==> config.mk <==
export PLATFORM = sky130hd
export DESIGN_NAME = sprites_priority_mux
export DESIGN_NICKNAME = d
export VERILOG_FILES = /design/src/rtl/sprites_priority_mux.sv
export SDC_FILE = /design/constraint.sdc
export NUM_CORES = 1
export LEC_CHECK = 0
export CORE_ASPECT_RATIO = 1.25
export CORE_UTILIZATION = 25
export CTS_CLUSTER_DIAMETER = 200
export DETAILED_ROUTE_END_ITERATION = 8
export PLACE_DENSITY_LB_ADDON = 0.2
export SLEW_MARGIN = 20
export SYNTH_ARGS = -nofsm -noshare
export SYNTH_HDL_FRONTEND = slang
export SYNTH_SLANG_ARGS = --single-unit
==> constraint.sdc <==
create_clock -name clk -period 1.8 [get_ports clk]
set_input_delay 0.18 -clock clk [delete_from_list [all_inputs] [get_ports clk]]
set_output_delay 0.18 -clock clk [all_outputs]
set_load 0.05 [all_outputs]
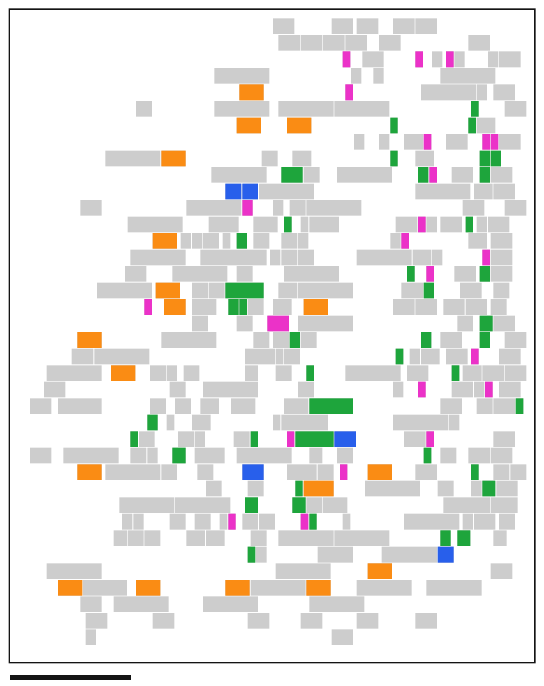
*Logic cells by family, run 1*
Bar = 20 um.
- non-inverting ao/oa cells: blue (cells 5; most used o21a_1)
- mux cells: orange (cells 18; most used mux2_2)
- nor cells: magenta (cells 23; most used nor2_1)
- nand cells: green (cells 42; most used nand2_1)
Finished Layout Cells: 448
Comb/total area: 30.5%

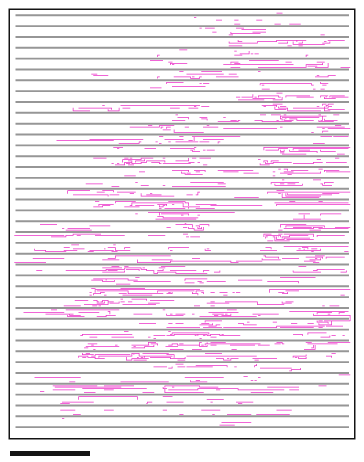
*Metal 1, run 1*
Bar = 20 um. Supply wires on this layer in grey.
- nets with wire on the layer: 327
- longest straight run: 26.2 um
- wire length on this layer: 2740 um
- main direction: horizontal
- share of all routed wire: 44%
via count: 2051
WL final: 6260 um
M1 GR Usage: 16.1%

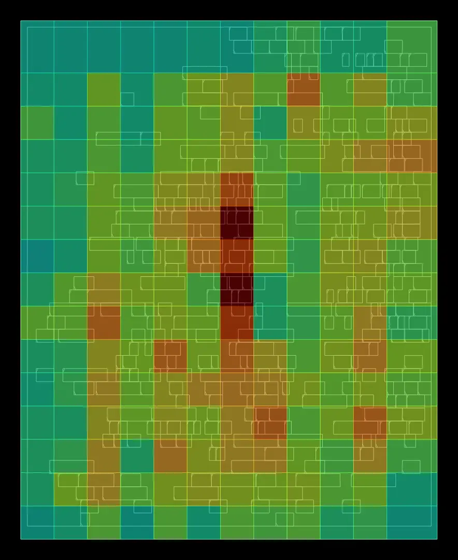
*Routing congestion map, run 1*
grt met3 use: 3.45%
Util after Layout: 40.9%

==> reports/summary.txt, run 1 <==
status - complete, but fails checks
failing checks - negative setup slack
Worst Setup Start Kind - register
XORs/XNORs by Area - 0%
clk_skew - 0.0118 ns
FP Util - 25.7%
gr usage total - 14.3%
yosys stat cell total - 215
Final WS setup - -0.169 ns
area fraction in compound gates - 18.6%
endpoints failing setup - 15
PortBufs - 70
and+or+nand+nor area frac - 18.9%
Top logic family - simple AND/OR/NAND/NOR gates
Hold Fails Final Rpt - 0
Chip Area - 9270 um^2
CP Capture Type - register
Ports - 71
CTS sink count - 44
Mapped Avg Cell Area - 10.3 um^2
Most used DFF post-synth - dfrtp_1
Tightest Pin Transition - 0.520 ns
Syn Std Cell Area - 2220 um^2
Die Width - 86.3 um
Dominant cell area share - 49.5%
CTS root buf - clkbuf_8
mux share - 9.01%
final instance area - 3540 um^2
final worst-path cycle share - 109%
Power Sequential - 1.06 mW
Switching Fraction - 28.8%
initial antenna violation count - 0
setup TNS - -1.42 ns
Power per Cell Area - 680 nW/um^2
cts bufs inserted - 5
Clk pin slew, worst setup/hold paths - 0.09 ns
top cell type by total area after synthesis - dfrtp_1
Worst Path Max Fanout - 2
H-tree depth - 2
r2r worst-path depth - 7
Post-synth regs - 44
RD Place Congestion - 0.740
core footprint - 8650 um^2
clk pwr - 0.751 mW
Net Count, Synth - 259
Hold Crit Class - in2async
height of the die - 107 um
Avg WL per Cell - 14.0 um
global-route wire length before repair - 10400 um
Adder Share, Synth - 0.563%
-- run 1: worst max-delay path: stages (launching register included) --
cell and delay, ns:
dfrtp_1 0.41, ha_4 0.17, nand3_4 0.07, or4_4 0.51
buf_6 0.14, nand3b_4 0.16, o41ai_2 0.22, o21ba_1 0.19
-- run 1: area by class of cell --
type | instances | area [um^2]
clock inverter | 2 | 35.0
clock buffer | 6 | 72.6
multi-input combinational | 154 | 1080
sequential | 44 | 1100
fill | 871 | 5110
inverter | 6 | 22.5
tap | 120 | 150
timing repair buffer | 116 | 1080
-- run 1: metrics by stage --
stage,setup slack [ns],hold WS (ns)
3_5_place_dp,-0.367,-0.00846
2_1_floorplan,-0.0731,-0.116
4_1_cts,-0.181,0.198
5_1_grt,-0.259,0.222
6_report,-0.169,0.216
3_3_place_gp,-0.290,-0.0122
-- run 1: per-layer routing --
metal  routed length [um]  part of all wire, %  GRT usage, %  vias to the layer above
met5                    0                    0             0                        -
met4                   99                  1.6          4.52                        0
met1                 2740                   44          16.1                      968
li1                     -                    -             -                     1016
met2                 3050                   49          26.0                       60
met3                  366                  5.8          3.45                        7
-- run 1: timing repair --
item | in CTS | in global routing
setup buffers | 3 | 1
hold buffers | 1 | 0
resized | 2 | 8
setup endpoints to repair | 15 | 16
pin swaps | 2 | 1
hold endpoints to repair | 44 | 0
-- run 1: cells in the final DEF, fill, tap and decap left out, types with 3 or more instances in the layout --
cell type	count
or4_1	3
nor2_1	21
a311oi_1	8
nand2_1	19
a21oi_1	25
buf_4	40
mux2_2	16
clkbuf_8	5
clkdlybuf4s50_1	68
buf_6	4
or4_2	3
o21a_1	3
nand3_1	13
nand4_1	4
inv_1	6
o21ai_1	3
dfrtp_1	44
o31ai_1	6
==> run 2: changes to the inputs <==
- clock period: 1.8 -> 2.45 ns (I/O delays scaled with it)
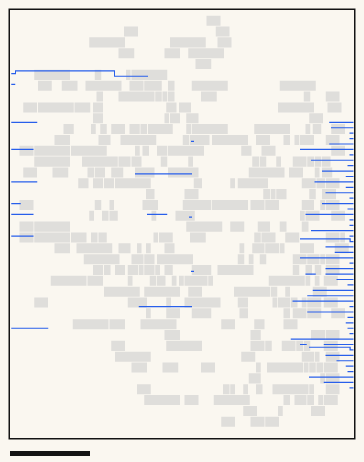
*The metal 3 layer, run 2*
Bar = 20 um. Cells faint in the background.
- longest straight run: 24.8 um
- share of all routed wire: 6.8%
- nets with wire on the layer: 62
- main direction: horizontal
grt met3 use: 3.22%
via count: 1936

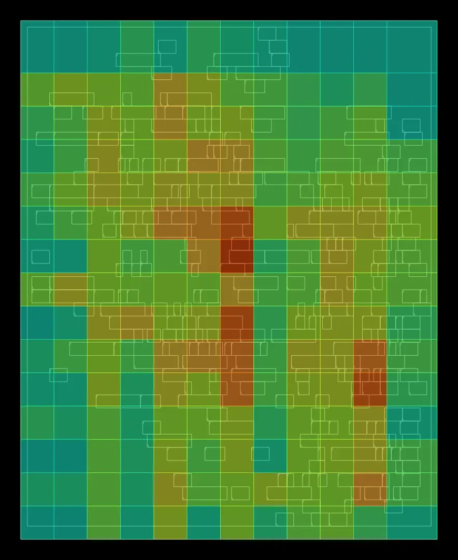
*Routing congestion map, run 2*
Util after Layout: 36.6%
Avg WL per Cell: 14.1 um
M1 GR Usage: 17.1%

==> run 2 against run 1 <==
Effect of this change:
- the run now ends clean
- hold slack improved by 0.18 ns
- sequential share of layout area grew 3.7 points
- wire length is 7.6% lower
- sequential power is 26% lower
- die size stayed put
- count of clock-buffer cells in the layout increased by 2
- combinational power down 34%
- first-iteration DRC count down 48%
- synthesized cell count stayed put
==> reports/summary.txt, run 2 <==
Post-synth regs - 44 (unchanged)
final worst-path cycle share - 88.7% (was 109%)
yosys stat cell total - 215 (unchanged)
global-route wire length before repair - 9250 um (was 10400 um)
Flop area - 1100 um^2 (unchanged)
cts bufs inserted - 5 (unchanged)
post-CTS sizing - 0 (was 2)
Power per Cell Area - 520 nW/um^2 (was 680 nW/um^2)
CTS root buf - clkbuf_8 (unchanged)
Dominant cell area share - 49.5% (unchanged)
dominant logic cell type in the layout - clkdlybuf4s50_1 (unchanged)
Die Width - 86.3 um (unchanged)
endpoints failing setup - 0 (was 15)
Finished Layout Cells - 410 (was 448)
status - complete, no violations (was complete, but fails checks)
Clk pin slew, worst setup/hold paths - 0.08 ns (was 0.09 ns)
Ports - 71 (unchanged)
Top cells excl fill/tap - clkdlybuf4s50_1 (69), dfrtp_1 (44), a21oi_1 (25), nor2_1 (21), nand2_1 (19) (was clkdlybuf4s50_1 (68), dfrtp_1 (44), buf_4 (40), a21oi_1 (25), nor2_1 (21))
Hold Crit Class - in2async (unchanged)
Comb gate area - 1050 um^2 (was 1080 um^2)
initial antenna violation count - 0 (unchanged)
final instance area - 3170 um^2 (was 3540 um^2)
Net Count, Synth - 259 (unchanged)
Syn Std Cell Area - 2220 um^2 (unchanged)
clk_skew - 0.00466 ns (was 0.0118 ns)
Mapped Avg Cell Area - 10.3 um^2 (unchanged)
RD Place Congestion - 0.748 (was 0.740)
core footprint - 8650 um^2 (unchanged)
r2r worst-path depth - 6 (was 7)
Chip Area - 9270 um^2 (unchanged)
Worst Path Max Fanout - 17 (was 2)
-- run 2: routing by layer --
layer | wire [um] | track usage [%] | vias up | share of wire, %
li1 | - | - | 940 | -
met1 | 2820 | 17.1 | 921 | 49
met2 | 2500 | 20.2 | 68 | 43
met3 | 392 | 3.22 | 7 | 6.8
met4 | 76 | 3.93 | 0 | 1.3
met5 | 0 | 0 | - | 0
-- run 2: cells by family (layout without fill, tap and decap cells) --
group           Yosys count  after routing  share of synthesized area [%]
mux                      18             18                           9.01
simple gates             78             78                           18.9
compound gates           57             57                           18.6
fa+ha+maj                 1              1                          0.563
flops                    44             44                           49.5
buf+inv                  17             92                           3.32
-- run 2: repair_timing --
item / CTS / global route
hold buffers: 1 / 0
buffers inserted: 0 / 0
hold endpoints to repair: 15 / 0
-- run 2: final cells by class --
type / count / area share (%)
multi-input combinational: 154 / 33.0
tap: 120 / 4.74
clock buffer: 8 / 2.84
timing repair buffer: 78 / 23.9
sequential: 44 / 34.7
inverter: 6 / 0.711
-- run 2: critical path, cell delays in order, from the launching register on --
cell,delay (ns)
dfrtp_1,0.44
ha_1,0.29
nand3_4,0.09
or4_4,0.52
o211ai_4,0.43
mux2i_1,0.24
nor2_1,0.05
-- run 2: power breakdown --
group	switching, mW	leakage (nW)	internal (mW)
Clock	0.246	0.0455	0.230
Combinational	0.227	0.654	0.165
Sequential	0.0206	0.584	0.760
Total	0.494	1.28	1.16
Power figures rest on the tool's default switching activity, not on a simulated workload.
